$ cat config.mk
export PLATFORM = sky130hd
export DESIGN_NAME = systolic_writer
export DESIGN_NICKNAME = d
export VERILOG_FILES = /design/src/rtl/systolic_pkg.sv /design/src/rtl/tile_capture.sv /design/src/rtl/systolic_writer.sv
export SDC_FILE = /design/constraint.sdc
export NUM_CORES = 1
export LEC_CHECK = 0
export CORE_ASPECT_RATIO = 0.9
export CORE_UTILIZATION = 55
export CTS_CLUSTER_SIZE = 25
export DETAILED_ROUTE_END_ITERATION = 12
export PLACE_DENSITY_LB_ADDON = 0.3
export SETUP_SLACK_MARGIN = 0.05
export SYNTH_ARGS = -nofsm -noshare
export SYNTH_HDL_FRONTEND = slang
export SYNTH_SLANG_ARGS = --single-unit
$ cat constraint.sdc
create_clock -name clk -period 6.43 [get_ports clk]
set_clock_uncertainty 0.2 [all_clocks]
set_input_delay 1.929 -clock clk [delete_from_list [all_inputs] [get_ports clk]]
set_output_delay 1.929 -clock clk [all_outputs]
set_load 0.05 [all_outputs]
$ cat src/rtl/systolic_pkg.sv
// Shared types and sizing helpers for the systolic matrix-multiply datapath.
// Default sizes describe the N=3, M=6 configuration used by the control and writer blocks.
package systolic_pkg;

  typedef enum logic {
    IDLE  = 1'b0,
    DRAIN = 1'b1
  } state_t;

  localparam int SYS_N = 3;
  localparam int SYS_M = 6;

  // $clog2 that never yields a zero-width counter
  function automatic int clog2_min1(input int v);
    return (v <= 2) ? 1 : $clog2(v);
  endfunction

  localparam int TILES_1D = SYS_M / SYS_N;
  localparam int ADDR_W   = $clog2(SYS_M * SYS_M / SYS_N);
  localparam int ROW_W    = clog2_min1(SYS_N);

endpackage

$ cat src/rtl/tile_capture.sv
// N x N capture bank for the skewed PE valid wave; flags each element once per tile
// and presents the merged tile (stored values plus same-cycle arrivals) at completion.
module tile_capture
  import systolic_pkg::*;
#(
  parameter int D_W_ACC = 16,
  parameter int N       = SYS_N
) (
  input  logic                                clk,
  input  logic                                i_rst_n,
  input  logic [N-1:0][N-1:0][D_W_ACC-1:0]    i_d,
  input  logic [N-1:0][N-1:0]                 i_valid,
  output logic                                o_tile_complete,
  output logic                                o_dup_err,
  output logic [N-1:0][N-1:0][D_W_ACC-1:0]    o_tile
);

  logic [N-1:0][N-1:0]              r_flag;
  logic [N-1:0][N-1:0][D_W_ACC-1:0] r_data;
  logic [N-1:0][N-1:0]              w_take;

  assign w_take          = i_valid & ~r_flag;
  assign o_dup_err       = |(i_valid & r_flag);
  assign o_tile_complete = &(r_flag | i_valid);

  // A duplicate keeps the first stored value; only fresh arrivals bypass the bank
  always_comb begin
    o_tile = r_data;
    for (int i = 0; i < N; i++) begin
      for (int j = 0; j < N; j++) begin
        if (w_take[i][j]) o_tile[i][j] = i_d[i][j];
      end
    end
  end

  always_ff @(posedge clk or negedge i_rst_n) begin
    if (!i_rst_n) begin
      r_flag <= '0;
      r_data <= '0;
    end else begin
      if (o_tile_complete) r_flag <= '0;
      else                 r_flag <= r_flag | i_valid;
      for (int i = 0; i < N; i++) begin
        for (int j = 0; j < N; j++) begin
          if (w_take[i][j]) r_data[i][j] <= i_d[i][j];
        end
      end
    end
  end

endmodule

$ cat src/rtl/systolic_writer.sv
// Drain side of the systolic array: loads each completed N x N tile into a drain bank
// and writes it to m2 one row per cycle, walking tiles in row-major order.
module systolic_writer
  import systolic_pkg::*;
#(
  parameter int D_W_ACC = 16,
  parameter int N       = SYS_N,
  parameter int M       = SYS_M
) (
  input  logic                                clk,
  input  logic                                rst,
  input  logic [N-1:0][N-1:0][D_W_ACC-1:0]    D,
  input  logic [N-1:0][N-1:0]                 valid_D,
  output logic                                wr_en,
  output logic [$clog2(M*M/N)-1:0]            wr_addr,
  output logic [N*D_W_ACC-1:0]                wr_data,
  output logic                                busy,
  output logic                                done,
  output logic                                err_overrun
);

  localparam int LP_TILES  = M / N;
  localparam int LP_ADDR_W = $clog2(M * M / N);
  localparam int LP_ROW_W  = clog2_min1(N);
  localparam int LP_T_W    = clog2_min1(LP_TILES);

  localparam logic [LP_ROW_W-1:0] LAST_ROW  = LP_ROW_W'(N - 1);
  localparam logic [LP_T_W-1:0]   LAST_TILE = LP_T_W'(LP_TILES - 1);

  state_t                           r_state, w_state_nxt;
  logic [LP_ROW_W-1:0]              r_row, w_row_nxt;
  logic [LP_T_W-1:0]                r_ti, r_tj, w_ti_nxt, w_tj_nxt;
  logic [N-1:0][N*D_W_ACC-1:0]      r_bank;
  logic                             w_load, w_tile_end, w_overrun;
  logic                             w_tc, w_dup_err;
  logic [N-1:0][N-1:0][D_W_ACC-1:0] w_tile;
  logic                             w_wr_en_nxt, w_done_nxt;
  logic [LP_ADDR_W-1:0]             w_addr_nxt;
  logic [N*D_W_ACC-1:0]             w_data_nxt;

  function automatic logic [LP_ADDR_W-1:0] calc_addr(input logic [LP_T_W-1:0]   ti,
                                                     input logic [LP_ROW_W-1:0] row,
                                                     input logic [LP_T_W-1:0]   tj);
    return (LP_ADDR_W'(ti) * LP_ADDR_W'(N) + LP_ADDR_W'(row)) * LP_ADDR_W'(LP_TILES)
           + LP_ADDR_W'(tj);
  endfunction

  tile_capture #(
    .D_W_ACC (D_W_ACC),
    .N       (N)
  ) u_capture (
    .clk             (clk),
    .i_rst_n         (rst),
    .i_d             (D),
    .i_valid         (valid_D),
    .o_tile_complete (w_tc),
    .o_dup_err       (w_dup_err),
    .o_tile          (w_tile)
  );

  always_ff @(posedge clk or negedge rst) begin
    if (!rst) begin
      r_state <= IDLE;
      r_row   <= '0;
      r_ti    <= '0;
      r_tj    <= '0;
      r_bank  <= '0;
    end else begin
      r_state <= w_state_nxt;
      r_row   <= w_row_nxt;
      r_ti    <= w_ti_nxt;
      r_tj    <= w_tj_nxt;
      if (w_load) r_bank <= w_tile;
    end
  end

  // A tile landing mid-drain (row != N-1) is dropped; only the final row can chain
  always_comb begin
    w_state_nxt = r_state;
    w_row_nxt   = r_row;
    w_load      = 1'b0;
    w_tile_end  = 1'b0;
    w_overrun   = 1'b0;
    case (r_state)
      IDLE: begin
        if (w_tc) begin
          w_state_nxt = DRAIN;
          w_row_nxt   = '0;
          w_load      = 1'b1;
        end
      end
      DRAIN: begin
        if (r_row == LAST_ROW) begin
          w_tile_end = 1'b1;
          w_row_nxt  = '0;
          if (w_tc) w_load      = 1'b1;
          else      w_state_nxt = IDLE;
        end else begin
          w_row_nxt = r_row + LP_ROW_W'(1);
          w_overrun = w_tc;
        end
      end
      default: w_state_nxt = IDLE;
    endcase

    w_ti_nxt = r_ti;
    w_tj_nxt = r_tj;
    if (w_tile_end) begin
      if (r_tj == LAST_TILE) begin
        w_tj_nxt = '0;
        w_ti_nxt = (r_ti == LAST_TILE) ? '0 : r_ti + LP_T_W'(1);
      end else begin
        w_tj_nxt = r_tj + LP_T_W'(1);
      end
    end
  end

  // Outputs are precomputed from next-state so every port comes straight from a flop
  always_comb begin
    w_wr_en_nxt = (w_state_nxt == DRAIN);
    w_addr_nxt  = '0;
    w_data_nxt  = '0;
    if (w_wr_en_nxt) begin
      w_addr_nxt = calc_addr(w_ti_nxt, w_row_nxt, w_tj_nxt);
      w_data_nxt = w_load ? w_tile[0] : r_bank[w_row_nxt];
    end
    w_done_nxt = w_tile_end && (r_ti == LAST_TILE) && (r_tj == LAST_TILE);
  end

  always_ff @(posedge clk or negedge rst) begin
    if (!rst) begin
      wr_en       <= 1'b0;
      wr_addr     <= '0;
      wr_data     <= '0;
      done        <= 1'b0;
      err_overrun <= 1'b0;
    end else begin
      wr_en       <= w_wr_en_nxt;
      wr_addr     <= w_addr_nxt;
      wr_data     <= w_data_nxt;
      done        <= w_done_nxt;
      err_overrun <= err_overrun | w_dup_err | w_overrun;
    end
  end

  assign busy = (r_state == DRAIN);

endmodule
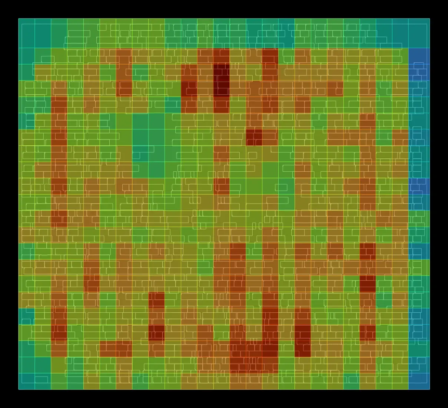
**Above:** run 1 (congestion heat map).
grt met1 use: 0.318
Util after Layout: 0.692

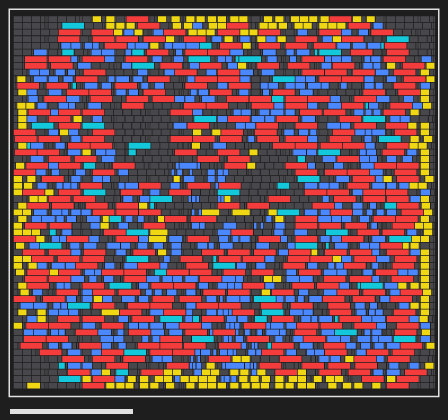
**Above:** run 1 (cell classes on the final placement).
Scale bar: 50 um. Fill, decap, tap and diode cells in grey.
Yellow is remaining buffers and delay cells, cells 221, share of their area 13%. Red is registers, cells 356, share of their area 50%. Blue is remaining logic cells, cells 501, share of their area 30%. Cyan is clock drivers and dummy loads, cells 65, share of their area 6.6%.

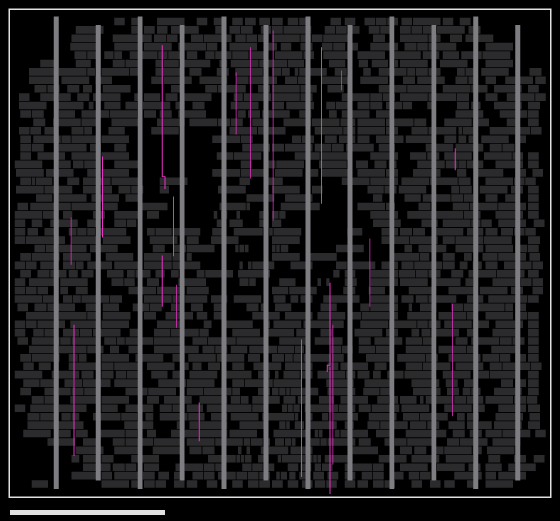
**Above:** run 1 (met4 routing).
Scale bar: 50 um. Supply wires on this layer in grey. Cells faint in the background.
The layer holds 1.9% of the routed length. The wires run mostly vertical. 12 nets have wire on it.
total number of vias: 8203
routed wire length: 31.1 mm

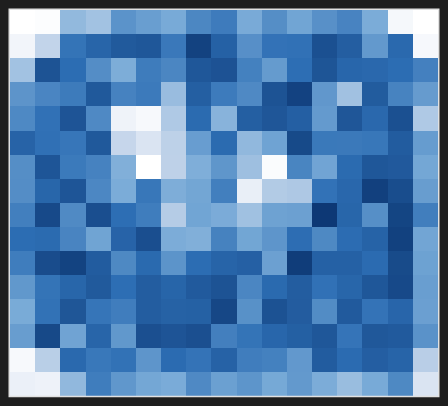
**Above:** run 1 (cell density map).
17 x 16 tiles, from white (low) to dark blue (high), 0 to 100% covered.
The mean over all tiles is 64%. 39% of the tiles are over 75% full. The fullest tile reaches 97%.

==> flow_summary.yaml, run 1 <==
# synthesis and place-and-route metrics
critical_path:
  slowest_delay_ns: 0.72
  crit_chain: "clkdlybuf4s50_1 -> o22ai_1 -> nor4_4 -> and3_4 -> buf_4 -> mux2_2"
  path_max_fanout: 38
  crit_buf_inv: 2
synthesis:
  synth-adder-area-share: 0.00220
  synth.cellmix.xorXnorShare: 0.00178
  syn_avg_cell_area_sq_um: 16.0
  syn_area_sq_mm: 0.0148
  syn_nets: 1078
detailed_routing:
  post_drt_wl_per_cell_um: 20.8
  drt-met1-wl_mm: 13.7
  drc_errors: 0
status:
  outcome: "complete, no violations"
pwr:
  pg_comb_w: 0.00386
  vdd_ir_drop_max_mv: 0.317
  combPwrFrac: 0.395
clock_network:
  cts.sinks: 356
  post_cts_buffers: 0
  cts_resized: 0
  cts_made_buffers: 36
  insertion_delay_ns: 0.51
finish:
  buffer_area_frac: 0.124
  comb_share: 0.295
  seq_area_sq_mm: 0.00891
  flops: 356
  final_nets: 1273
grt:
  grt_pass1_vias: 8884
die:
  die_h_um: 157
sta:
  tns_ns: 0
  slew_violations: 0
  worstMarginPinSlew_ns: 1.10
worst_hold_path:
  worstHoldPathType: "reg -> reg"
run 1: metrics by stage:
stage | setup WS (ns) | hold WS (ns) | std cells | cell area [sq um]
finish | 2.05 | 0.283 | 1493 | 18100
global route | 1.93 | 0.304 | 1491 | 18100
CTS | 2.08 | 0.286 | 1491 | 18100
detailed placement | 1.53 | 0.273 | 1426 | 17000
global placement | 1.59 | 0.263 | 1426 | 17000
floorplan | 2.47 | 0.252 | 921 | 14800
run 1: sequential cells by signal (all words and copies together), names as in the netlist:
name              flops
r_bank              144
wr_data              48
err_overrun           1
u_capture.r_data    144
r_ti                  1
r_row                 2
wr_en                 1
done                  1
r_tj                  1
u_capture.r_flag      9
wr_addr               4
==> run 2, diff against run 1 <==
==> constraint.sdc (replaced) <==
create_clock -name clk -period 4.1 [get_ports clk]
set_clock_uncertainty 0.2 [all_clocks]
set_input_delay 1.23 -clock clk [delete_from_list [all_inputs] [get_ports clk]]
set_output_delay 1.23 -clock clk [all_outputs]
set_load 0.05 [all_outputs]
==> flow_summary.yaml, run 2 <==
# synthesis and place-and-route metrics
status:
  outcome: "complete, no violations"
pwr:
  vdd_ir_drop_max_mv: 0.518
  combPwrFrac: 0.396
  pg_comb_w: 0.00613
finish:
  comb_share: 0.293
  seq_area_sq_mm: 0.00891
  flops: 356
  final_nets: 1288
clock_network:
  cts_resized: 0
  insertion_delay_ns: 0.51
  post_cts_buffers: 0
  cts.sinks: 356
  cts_made_buffers: 37
detailed_routing:
  post_drt_wl_per_cell_um: 21.1
  vias: 8364
  drt-met1-wl_mm: 13.9
  drc_errors: 0
  totalWireLength_mm: 31.8
sta:
  holdWs_ns: 0.286
  worstMarginPinSlew_ns: 0.912
  tns_ns: 0
die:
  die_h_um: 157
synthesis:
  synth.cellmix.xorXnorShare: 0.00178
  syn_area_sq_mm: 0.0148
  syn_avg_cell_area_sq_um: 16.0
  synth-adder-area-share: 0.00220
critical_path:
  crit_chain: "clkdlybuf4s50_1 -> o22ai_1 -> nor4_4 -> and3_4 -> buf_12 -> mux2_2"
  crit_buf_inv: 2
  slowest_delay_ns: 0.53
  path_max_fanout: 65
worst_hold_path:
  worstHoldPathType: "reg -> reg"
-- run 2: worst reg2reg max path, cell delays in order, from the launching register on --
cell,delay [ns]
dfrtp_4,1.03
nand2b_1,0.23
nor2_1,0.23
nand2_1,0.13
xnor2_1,0.25
ha_1,0.20
inv_1,0.06
fa_1,0.53
nor2_1,0.05
-- run 2: through the flow --
step | instance area (sq um) | power (W) | setup WS [ns] | std cells
after floorplan | 14800 | 0.0107 | 0.841 | 921
after global placement | 17100 | 0.0120 | 0.362 | 1440
after detailed placement | 17100 | 0.0122 | 0.312 | 1440
after CTS | 18300 | 0.0156 | 0.767 | 1503
after global routing | 18300 | 0.0163 | 0.686 | 1503
final | 18300 | 0.0155 | 0.799 | 1503
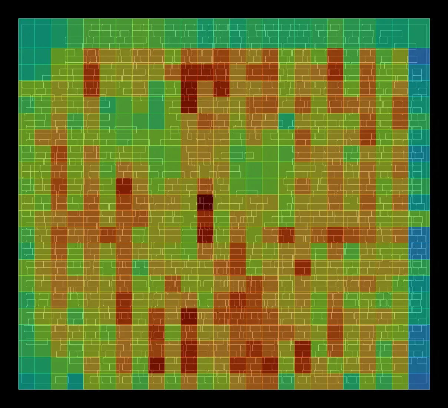
**Above:** run 2 (congestion heat map).
gr usage total: 0.239
grt met1 use: 0.321
Util after Layout: 0.697

No activity file was given, so power comes from the tool's default toggle rates.
